==> config.mk <==
export PLATFORM = sky130hd
export DESIGN_NAME = stopwatch_ctrl_flat
export DESIGN_NICKNAME = d
export VERILOG_FILES = /design/src/rtl/stopwatch_pkg.sv /design/src/rtl/stopwatch_ctrl_if.sv /design/src/rtl/stopwatch_ctrl_debounce.sv /design/src/rtl/stopwatch_ctrl.sv /design/src/flat_wrapper.sv
export SDC_FILE = /design/constraint.sdc
export NUM_CORES = 1
export LEC_CHECK = 0
export ABC_AREA = 1
export CAP_MARGIN = 40
export CORE_ASPECT_RATIO = 1.5
export CORE_UTILIZATION = 57
export DETAILED_ROUTE_END_ITERATION = 12
export DONT_BUFFER_PORTS = 1
export GPL_ROUTABILITY_DRIVEN = 0
export PLACE_DENSITY = 0.75
export SLEW_MARGIN = 10
export SYNTH_ARGS = -nofsm -noshare
export SYNTH_HDL_FRONTEND = slang
export SYNTH_SLANG_ARGS = --single-unit
export TNS_END_PERCENT = 20
==> constraint.sdc <==
create_clock -name clk -period 2.4 [get_ports clk]
set_input_delay 0.48 -clock clk [delete_from_list [all_inputs] [get_ports clk]]
set_output_delay 0.48 -clock clk [all_outputs]
set_load 0.02 [all_outputs]
==> src/rtl/stopwatch_pkg.sv <==
// Shared definitions for the stopwatch control path: FSM state encoding,
// default display widths and the default debounce length.
package stopwatch_pkg;

  // 50 ms of stable level at the 5 MHz board clock
  localparam int DEBOUNCE_CYCLES_DEF = 250000;

  // Seconds and tenths widths coming from the counter
  localparam int SEG_W_DEF = 10;
  localparam int DEC_W_DEF = 4;

  typedef enum logic [1:0] {
    IDLE  = 2'd0,
    RUN   = 2'd1,
    PAUSE = 2'd2,
    LAP   = 2'd3
  } sw_state_e;

  // The counter is advancing in both RUN and LAP
  function automatic logic is_running(input sw_state_e s);
    return (s == RUN) || (s == LAP);
  endfunction

endpackage

==> src/rtl/stopwatch_ctrl_if.sv <==
// Bundle of the signals between the stopwatch controller and its
// surroundings: raw buttons, live counter value, counter control and
// display / status outputs. The slave side is the controller itself.
interface stopwatch_ctrl_if
  import stopwatch_pkg::*;
#(
  parameter int SEG_W = SEG_W_DEF,
  parameter int DEC_W = DEC_W_DEF
) ();

  logic             btn_start_stop;
  logic             btn_lap_clear;
  logic [SEG_W-1:0] cont_seg;
  logic [DEC_W-1:0] cont_dec;
  logic             count_en;
  logic             count_clr;
  logic [SEG_W-1:0] disp_seg;
  logic [DEC_W-1:0] disp_dec;
  logic             running;
  logic             lap_active;

  // Board / counter side: drives buttons and live count, observes control
  modport master (
    output btn_start_stop, btn_lap_clear, cont_seg, cont_dec,
    input  count_en, count_clr, disp_seg, disp_dec, running, lap_active
  );

  // Controller side
  modport slave (
    input  btn_start_stop, btn_lap_clear, cont_seg, cont_dec,
    output count_en, count_clr, disp_seg, disp_dec, running, lap_active
  );

endinterface

==> src/rtl/stopwatch_ctrl_debounce.sv <==
// Front-panel button conditioning: 2-FF synchronizer, stable-level
// debouncer and a one-cycle pulse on each accepted press (release gives
// no pulse). A held button therefore yields exactly one pulse.
module button_debounce
  import stopwatch_pkg::*;
#(
  parameter int DEBOUNCE_CYCLES = DEBOUNCE_CYCLES_DEF
) (
  input  logic clk,
  input  logic reset,
  input  logic btn_raw,
  output logic press_p
);

  localparam int CNT_W = $clog2(DEBOUNCE_CYCLES + 1);
  localparam logic [CNT_W-1:0] CNT_MAX = CNT_W'(DEBOUNCE_CYCLES);

  logic             sync_ff1;
  logic             sync_ff2;
  logic             level_q;
  logic             level_dly;
  logic             press_q;
  logic [CNT_W-1:0] stable_cnt;

  // Bring the asynchronous button into the clk domain
  always_ff @(posedge clk or posedge reset) begin
    if (reset) begin
      sync_ff1 <= 1'b0;
      sync_ff2 <= 1'b0;
    end else begin
      sync_ff1 <= btn_raw;
      sync_ff2 <= sync_ff1;
    end
  end

  // Accept a new level only after it has differed for the full count
  always_ff @(posedge clk or posedge reset) begin
    if (reset) begin
      level_q    <= 1'b0;
      stable_cnt <= '0;
    end else if (sync_ff2 != level_q) begin
      if (stable_cnt == CNT_MAX) begin
        level_q    <= ~level_q;
        stable_cnt <= '0;
      end else begin
        stable_cnt <= stable_cnt + CNT_W'(1);
      end
    end else begin
      stable_cnt <= '0;
    end
  end

  // Registered rising-edge detect on the accepted level
  always_ff @(posedge clk or posedge reset) begin
    if (reset) begin
      level_dly <= 1'b0;
      press_q   <= 1'b0;
    end else begin
      level_dly <= level_q;
      press_q   <= level_q & ~level_dly;
    end
  end

  assign press_p = press_q;

endmodule

==> src/rtl/stopwatch_ctrl.sv <==
// Stopwatch control sequencer: debounces start/stop and lap/clear, runs
// the IDLE/RUN/PAUSE/LAP machine, drives counter enable/clear and picks
// either the live count (one register stage behind) or the frozen lap
// snapshot for the display.
module stopwatch_ctrl
  import stopwatch_pkg::*;
#(
  parameter int DEBOUNCE_CYCLES = DEBOUNCE_CYCLES_DEF,
  parameter int SEG_W           = SEG_W_DEF,
  parameter int DEC_W           = DEC_W_DEF
) (
  input logic             clk,
  input logic             reset,
  stopwatch_ctrl_if.slave bus
);

  logic             ss_p;
  logic             lc_p;
  sw_state_e        state_q;
  sw_state_e        state_d;
  logic             snap_load;
  logic [SEG_W-1:0] snap_seg;
  logic [DEC_W-1:0] snap_dec;
  logic [SEG_W-1:0] live_seg;
  logic [DEC_W-1:0] live_dec;
  logic             count_en;
  logic             count_clr;
  logic             lap_active;

  button_debounce #(
    .DEBOUNCE_CYCLES(DEBOUNCE_CYCLES)
  ) u_db_start_stop (
    .clk     (clk),
    .reset   (reset),
    .btn_raw (bus.btn_start_stop),
    .press_p (ss_p)
  );

  button_debounce #(
    .DEBOUNCE_CYCLES(DEBOUNCE_CYCLES)
  ) u_db_lap_clear (
    .clk     (clk),
    .reset   (reset),
    .btn_raw (bus.btn_lap_clear),
    .press_p (lc_p)
  );

  // State register
  always_ff @(posedge clk or posedge reset) begin
    if (reset) begin
      state_q <= IDLE;
    end else begin
      state_q <= state_d;
    end
  end

  // Next state; start/stop has priority and a coincident lap press is dropped
  always_comb begin
    state_d   = state_q;
    snap_load = 1'b0;
    case (state_q)
      IDLE: begin
        if (ss_p) state_d = RUN;
      end
      RUN: begin
        if (ss_p) begin
          state_d = PAUSE;
        end else if (lc_p) begin
          state_d   = LAP;
          snap_load = 1'b1;
        end
      end
      LAP: begin
        if (ss_p) state_d = PAUSE;
        else if (lc_p) state_d = RUN;
      end
      PAUSE: begin
        if (ss_p) state_d = RUN;
        else if (lc_p) state_d = IDLE;
      end
      default: state_d = IDLE;
    endcase
  end

  // Moore decode of counter control and lap indicator
  always_comb begin
    count_en   = 1'b0;
    count_clr  = 1'b0;
    lap_active = 1'b0;
    case (state_q)
      IDLE:    count_clr = 1'b1;
      RUN:     count_en  = 1'b1;
      LAP: begin
        count_en   = 1'b1;
        lap_active = 1'b1;
      end
      PAUSE:   count_en  = 1'b0;
      default: count_clr = 1'b1;
    endcase
  end

  // Capture the live count on the RUN to LAP transition, hold otherwise
  always_ff @(posedge clk or posedge reset) begin
    if (reset) begin
      snap_seg <= '0;
      snap_dec <= '0;
    end else if (snap_load) begin
      snap_seg <= bus.cont_seg;
      snap_dec <= bus.cont_dec;
    end
  end

  // One register stage on the live count feeding the display
  always_ff @(posedge clk or posedge reset) begin
    if (reset) begin
      live_seg <= '0;
      live_dec <= '0;
    end else begin
      live_seg <= bus.cont_seg;
      live_dec <= bus.cont_dec;
    end
  end

  assign bus.count_en   = count_en;
  assign bus.count_clr  = count_clr;
  assign bus.lap_active = lap_active;
  assign bus.running    = is_running(state_q);
  assign bus.disp_seg   = (state_q == LAP) ? snap_seg : live_seg;
  assign bus.disp_dec   = (state_q == LAP) ? snap_dec : live_dec;

endmodule

==> src/flat_wrapper.sv <==
// flat-port wrapper written by rule: the top's interface ports become plain ports
module stopwatch_ctrl_flat import stopwatch_pkg::*;
#(
  parameter int DEBOUNCE_CYCLES = DEBOUNCE_CYCLES_DEF,
  parameter int SEG_W           = SEG_W_DEF,
  parameter int DEC_W           = DEC_W_DEF
)
  (clk, reset, bus_btn_start_stop, bus_btn_lap_clear, bus_cont_seg, bus_cont_dec, bus_count_en, bus_count_clr, bus_disp_seg, bus_disp_dec, bus_running, bus_lap_active);
  stopwatch_ctrl_if #(.SEG_W(SEG_W), .DEC_W(DEC_W)) bus_i ();
  input logic clk;
  input logic reset;
  input wire logic [$bits(bus_i.btn_start_stop)-1:0] bus_btn_start_stop;
  input wire logic [$bits(bus_i.btn_lap_clear)-1:0] bus_btn_lap_clear;
  input wire logic [$bits(bus_i.cont_seg)-1:0] bus_cont_seg;
  input wire logic [$bits(bus_i.cont_dec)-1:0] bus_cont_dec;
  output wire logic [$bits(bus_i.count_en)-1:0] bus_count_en;
  output wire logic [$bits(bus_i.count_clr)-1:0] bus_count_clr;
  output wire logic [$bits(bus_i.disp_seg)-1:0] bus_disp_seg;
  output wire logic [$bits(bus_i.disp_dec)-1:0] bus_disp_dec;
  output wire logic [$bits(bus_i.running)-1:0] bus_running;
  output wire logic [$bits(bus_i.lap_active)-1:0] bus_lap_active;
  assign bus_i.btn_start_stop = bus_btn_start_stop;
  assign bus_i.btn_lap_clear = bus_btn_lap_clear;
  assign bus_i.cont_seg = bus_cont_seg;
  assign bus_i.cont_dec = bus_cont_dec;
  assign bus_count_en = bus_i.count_en;
  assign bus_count_clr = bus_i.count_clr;
  assign bus_disp_seg = bus_i.disp_seg;
  assign bus_disp_dec = bus_i.disp_dec;
  assign bus_running = bus_i.running;
  assign bus_lap_active = bus_i.lap_active;
  stopwatch_ctrl #(.DEBOUNCE_CYCLES(DEBOUNCE_CYCLES), .SEG_W(SEG_W), .DEC_W(DEC_W)) u_core (.clk(clk), .reset(reset), .bus(bus_i));
endmodule
==> flow_summary.ini, run 1 <==
; implementation run metrics
[power]
total_power_uw = 2351
sequentialPowerShare = 0.568
switchingPower_uw = 586.2
ir_drop_uv = 483.6
switching_share = 0.2493
pwr-share-comb = 0.051
power_leakage_uw = 0.001782
powerDensity_nw_per_um2 = 599.4
p_clk_frac = 0.381

[grt]
globalRouteOverflowTotal = 0
grt_use_total = 0.2264
grt_max_degree = 40
grt_pass1_vias = 2593
grt_pass1_wl_um = 11120
antenna_found_initial = 0

[clock_network]
clock_path_buffers = 2
cts_buffers = 9
root_buffer = clkbuf_8
clkTransAtPathRegs_ps = 90
post_cts.repair.setup_buffers = 0
hold_buffers = 0
clock_sinks = 76
cts_tree = done
ctsHtreeMaxLevel = 3
cts_resized = 0

[cells_and_area]
drive_gt1_frac = 0.1542
syn_to_final_growth_pct = 9.769
combGateArea_um2 = 1475
lay_top_cells = 82 x nor2_1, 78 x nand2_1, 76 x dfrtp_1
final_area_um2 = 3923
fin_util = 0.6444
final_common_cell = nor2_1
fin_cells = 502
fillers = 487
flop_area_um2 = 1902
num-nets-final = 445

[detailed_routing]
first_iter_violations = 177
remaining_drc_errors = 0
vias_per_cell = 5.185
firstDrtPassIters = 7
avgRoutedWirePerCell_um = 12.98

[die]
dieArea_um2 = 6596
core_area_um2 = 6087
row_count = 35
io_pins = 36
fp_util = 0.5871
die_h_um = 98.97

[synthesis]
simple_gate_share = 0.2791
yosysWarnings = 0
yosys_register_bits = 76
ys_cells = 406
ys_sh_aoi = 0.04622
ys_types = 29
synth.yosys.seq_area_share = 0.5322
ys_chip_area_um2 = 3573
syn_area_per_cell_um2 = 8.802
largest_area_cell = dfrtp_1
mappedNetlistNets = 428
top_logic_kind = simple AND/OR/NAND/NOR gates
netlist.area_leader.share = 0.5322

[setup_path]
worstPathRequired_ps = 1920
crit_type = reg2out
worstSetupStartpointType = flop
endpoint_kind = output pin
arrival_ps = 1740

[place]
post-place-cells = 486
io_buffers = 0
hpwlAfterDp_um = 4823
placed_area_um2 = 3737

[timing]
tns_ps = 0
max_slew_margin = 0.4647
fmax_mhz = 450.1
worst_pin_slew_ps = 801.2
timing.final.crit_share = 0.9258
fin_skew_ps = 15.38
setup_viol = 0
rsz0062_at_grt = no
holdWs_ps = 133.3
hold_viol_final = 0
fin_ws_ps = 178.0
period_needed_ps = 2222

[outcome]
outcome = completed

[run]
drv_cap = 0

[hold_path]
hold_path.class = in2async
==> run 1: layout make-up <==
type / count / area share
multi-input cells: 281 / 0.3761
flip-flops and latches: 76 / 0.4848
well taps: 74 / 0.02360
clock buffers: 10 / 0.03509
repair buffers: 12 / 0.02616
inverters: 43 / 0.04211
clock inverters: 6 / 0.01212
==> run 1: cells in the mapped netlist <==
library cell and instances:
nor2_1 82, nand2_1 78, dfrtp_1 76, inv_1 41, nand3_1 21, o21ai_0 14
a21oi_1 13, xor2_1 12, nand2_2 9, nor2_4 9, nor2_2 7, xnor2_1 7
nand4_1 5, ha_1 4, clkbuf_1 3, mux2_2 3, nor3_1 3, o21ai_1 3
and3_1 2, inv_2 2, mux2_4 2, nand3_2 2, xor2_2 2, a22oi_1 1
buf_2 1, buf_4 1, buf_6 1, nand2_4 1, o21bai_1 1
==> run 1: layer usage <==
layer  track usage  wire, um
met1        0.2447      2528
met2        0.3885      3530
met3       0.04977       221
met4        0.1408       237
met5             0         0
==> run 1: power by group through the flow <==
stage	combinational, uW	sequential (uW)	clock, uW
2_1_floorplan	88.9	1360	0
4_1_cts	124	1340	906
3_3_place_gp	121	1360	0
6_report	120	1340	896
3_5_place_dp	123	1360	0
5_1_grt	138	1340	970
==> run 1: worst paths after layout <==
check,startpoint,endpoint,cells past startpoint,slack [ps]
max,u_core.state_q[1]$_DFFE_PP0P_,bus_disp_dec[3],4,180
max in group asynchronous,reset,u_core.u_db_start_stop.stable_cnt[0]$_DFF_PP0_,2,1620
max reg2reg,u_core.state_q[0]$_DFFE_PP0P_,u_core.snap_dec[3]$_DFFE_PP0P_,5,810
min in group clk,bus_cont_dec[0],u_core.live_dec[0]$_DFF_PP0_,0,140
min,reset,u_core.live_dec[0]$_DFF_PP0_,1,130
min reg2reg,u_core.u_db_lap_clear.sync_ff1$_DFF_PP0_,u_core.u_db_lap_clear.sync_ff2$_DFF_PP0_,0,360
==> run 1: critical path: stages (launching register included) <==
cell	delay (ps)
dfrtp_1	410
nand2_1	490
inv_1	230
nand2_1	110
nand2_1	150
==> run 1: state kept, by name, summed over array words and instances (netlist names) <==
register                           cells
u_core.u_db_start_stop.press_p         1
u_core.u_db_start_stop.sync_ff2        1
u_core.live_dec                        4
u_core.u_db_lap_clear.level_q          1
u_core.u_db_lap_clear.sync_ff1         1
u_core.u_db_lap_clear.level_dly        1
u_core.state_q                         2
u_core.u_db_start_stop.level_dly       1
u_core.u_db_lap_clear.sync_ff2         1
u_core.u_db_lap_clear.stable_cnt      18
u_core.u_db_lap_clear.press_p          1
u_core.snap_seg                       10
u_core.live_seg                       10
u_core.u_db_start_stop.stable_cnt     18
u_core.u_db_start_stop.level_q         1
u_core.u_db_start_stop.sync_ff1        1
u_core.snap_dec                        4
==> run 1: cell families (layout without fill, tap and decap cells) <==
group | count (synthesis) | after routing
AND/OR/NAND/NOR | 219 | 219
flip-flops | 76 | 76
buffers and inverters | 49 | 71
AND-OR/OR-AND | 32 | 32
XOR/XNOR | 21 | 21
multiplexers | 5 | 5
adder cells (fa/ha/maj) | 4 | 4
Run 1, M1 wires:
Bar = 20 um. Supply wires on this layer in gray.
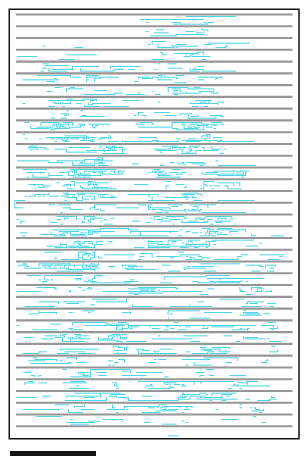
main direction: horizontal
share of all routed wire: 39%
nets with wire on the layer: 405
M1 GR Usage: 0.2447
Vias: 2603
Routed WL: 6517 um

Run 1, the metal 2 layer:
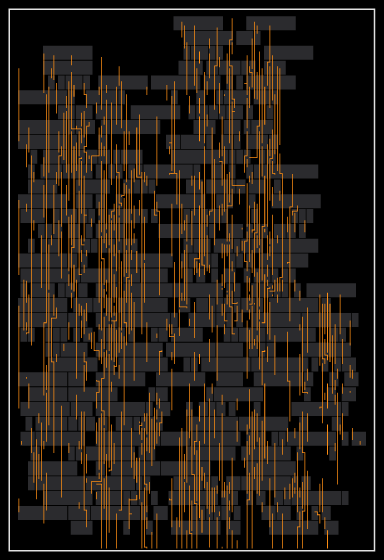
longest straight run: 41.8 um
share of all routed wire: 54%
wire length on this layer: 3530 um
main direction: vertical
nets with wire on the layer: 348

Run 1, M3 wires:
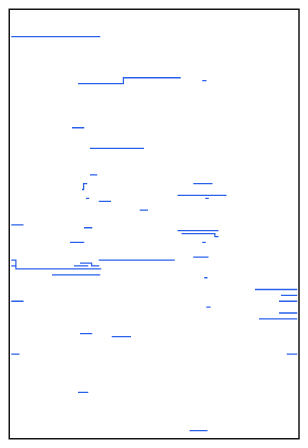
longest straight run: 20.2 um
nets with wire on the layer: 25
main direction: horizontal
wire length on this layer: 221 um
share of all routed wire: 3.4%

Run 1, met4 routing:
Supply wires on this layer in gray.
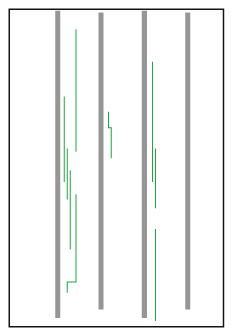
wire length on this layer: 238 um
share of all routed wire: 3.7%
longest straight run: 38.1 um
main direction: vertical
nets with wire on the layer: 8

--- run 2 (diff from run 1) ---
--- a/config.mk
+++ b/config.mk
@@ -17,4 +17,4 @@
 export SYNTH_ARGS = -nofsm -noshare
 export SYNTH_HDL_FRONTEND = slang
 export SYNTH_SLANG_ARGS = --single-unit
-export TNS_END_PERCENT = 20
+export TNS_END_PERCENT = 30
Run 2, M3 wires:
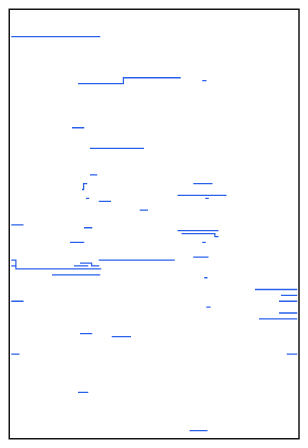
longest straight run: 20.2 um
nets with wire on the layer: 25
wire length on this layer: 221 um
share of all routed wire: 3.4%

==> run 2 against run 1 <==
Compared with the run above:
- worst hold slack unchanged
- cell area unchanged
- combinational power barely moved
- critical path depth stayed put
==> flow_summary.ini, run 2 <==
; implementation run metrics
[cells_and_area]
drive_gt1_frac = 0.1542
syn_to_final_growth_pct = 9.769
num-nets-final = 445
final_common_cell = nor2_1
fin_util = 0.6444
reg_top3 = u_core.u_db_lap_clear.stable_cnt x18, u_core.u_db_start_stop.stable_cnt x18

[setup_path]
crit_type = reg2out
crit_start = u_core.state_q[1]$_DFFE_PP0P_
arrival_ps = 1740
worstPathRequired_ps = 1920
worstSetupStartpointType = flop
r2r_slack_ps = 810
reg2reg_depth = 5
rr_endpoint = u_core.snap_dec[3]$_DFFE_PP0P_

[power]
ir_drop_uv = 483.6
power_leakage_uw = 0.001782

[grt]
antenna_found_initial = 0
grt_pass1_vias = 2593
grt_pass1_wl_um = 11120
globalRouteOverflowTotal = 0

[timing]
worst_pin_slew_ps = 801.2
fin_ws_ps = 178.0
timing.final.crit_share = 0.9258
max_slew_margin = 0.4647
setup_viol = 0
hold_viol_final = 0
fin_skew_ps = 15.38
tns_ps = 0
fmax_mhz = 450.1
period_needed_ps = 2222

[clock_network]
cts_tree = done
cts_resized = 0
post_cts.repair.setup_buffers = 0
clock_sinks = 76
ctsHtreeMaxLevel = 3
root_buffer = clkbuf_8
hold_buffers = 0
clkTransAtPathRegs_ps = 90

[die]
dieArea_um2 = 6596
die_h_um = 98.97
row_count = 35
io_pins = 36
fp_util = 0.5871
core_area_um2 = 6087

[detailed_routing]
firstDrtPassIters = 7
remaining_drc_errors = 0
vias_per_cell = 5.185
vias = 2603
avgRoutedWirePerCell_um = 12.98
wl_um = 6517

[synthesis]
netlist.area_leader.share = 0.5322
ys_types = 29
ys_cells = 406
synth.yosys.seq_area_share = 0.5322
most_common_cell = nor2_1
ys_top_cells_by_count = 82 x nor2_1, 78 x nand2_1, 76 x dfrtp_1, 41 x inv_1, 21 x nand3_1
flop_cell = dfrtp_1
yosysWarnings = 0
yosys_register_bits = 76
edf_count = 0
mappedNetlistNets = 428
syn_area_per_cell_um2 = 8.802

[run]
drv_cap = 0

[place]
hpwlAfterDp_um = 4823
io_buffers = 0

[hold_path]
hold_path.class = in2async

[outcome]
outcome = completed
-- run 2: cell counts after synthesis --
Identical to the previous run, type by type.
-- run 2: worst max-delay path, stage by stage, from the launching register on --
cell     delay [ps]
dfrtp_1         410
nand2_1         490
inv_1           230
nand2_1         110
nand2_1         150
-- run 2: layer usage --
| metal | up-vias | GRT usage | wire length [um] |
|---|---|---|---|
| met5 | - | 0 | 0 |
| li1 | 1298 | - | - |
| met2 | 51 | 0.3885 | 3530 |
| met3 | 19 | 0.04977 | 221 |
| met1 | 1235 | 0.2447 | 2528 |
| met4 | 0 | 0.1408 | 237 |
-- run 2: power breakdown --
| group | switching [uW] | leakage, uW | internal [uW] |
|---|---|---|---|
| sequential | 20.4 | 0.000983 | 1310 |
| combinational | 80.3 | 0.000707 | 39.6 |
| clock | 485 | 0.0000928 | 410 |
-- run 2: worst max-delay path by stage --
stage	endpoint
2_1_floorplan	bus_disp_seg[0]
3_3_place_gp	bus_disp_dec[0]
3_5_place_dp	bus_disp_dec[3]
4_1_cts	bus_disp_dec[3]
5_1_grt	bus_disp_dec[0]
6_report	bus_disp_dec[3]
-- run 2: cell families (layout without fill, tap and decap cells) --
group | after synthesis | after routing | share of synthesized area
mux | 5 | 5 | 0.01786
fa+ha+maj | 4 | 4 | 0.01401
buf+inv | 49 | 71 | 0.05497
xor+xnor | 21 | 21 | 0.05567
simple gates | 219 | 219 | 0.2791
flops | 76 | 76 | 0.5322
compound gates | 32 | 32 | 0.04622
-- run 2: through the flow --
| step | hold WS [ps] | total power (uW) | instance area, um^2 | std cells |
|---|---|---|---|---|
| after global routing | 127.3 | 2447 | 3923 | 502 |
| after detailed placement | 341.1 | 1484 | 3737 | 486 |
| after floorplan | 331.2 | 1445 | 3577 | 406 |
| after global placement | 348.1 | 1481 | 3737 | 486 |
| after CTS | 136.5 | 2365 | 3923 | 502 |
| final | 133.3 | 2351 | 3923 | 502 |
-- run 2: layout make-up --
cell class,instances,area [um^2]
Fill cell,487,2165
Clock inverter,6,47.55
Inverter,43,165.2
Sequential cell,76,1902
Multi-Input combinational cell,281,1475
Tap cell,74,92.59
Clock buffer,10,137.6
Timing Repair Buffer,12,102.6
Power is estimated from default activity; no workload was simulated.
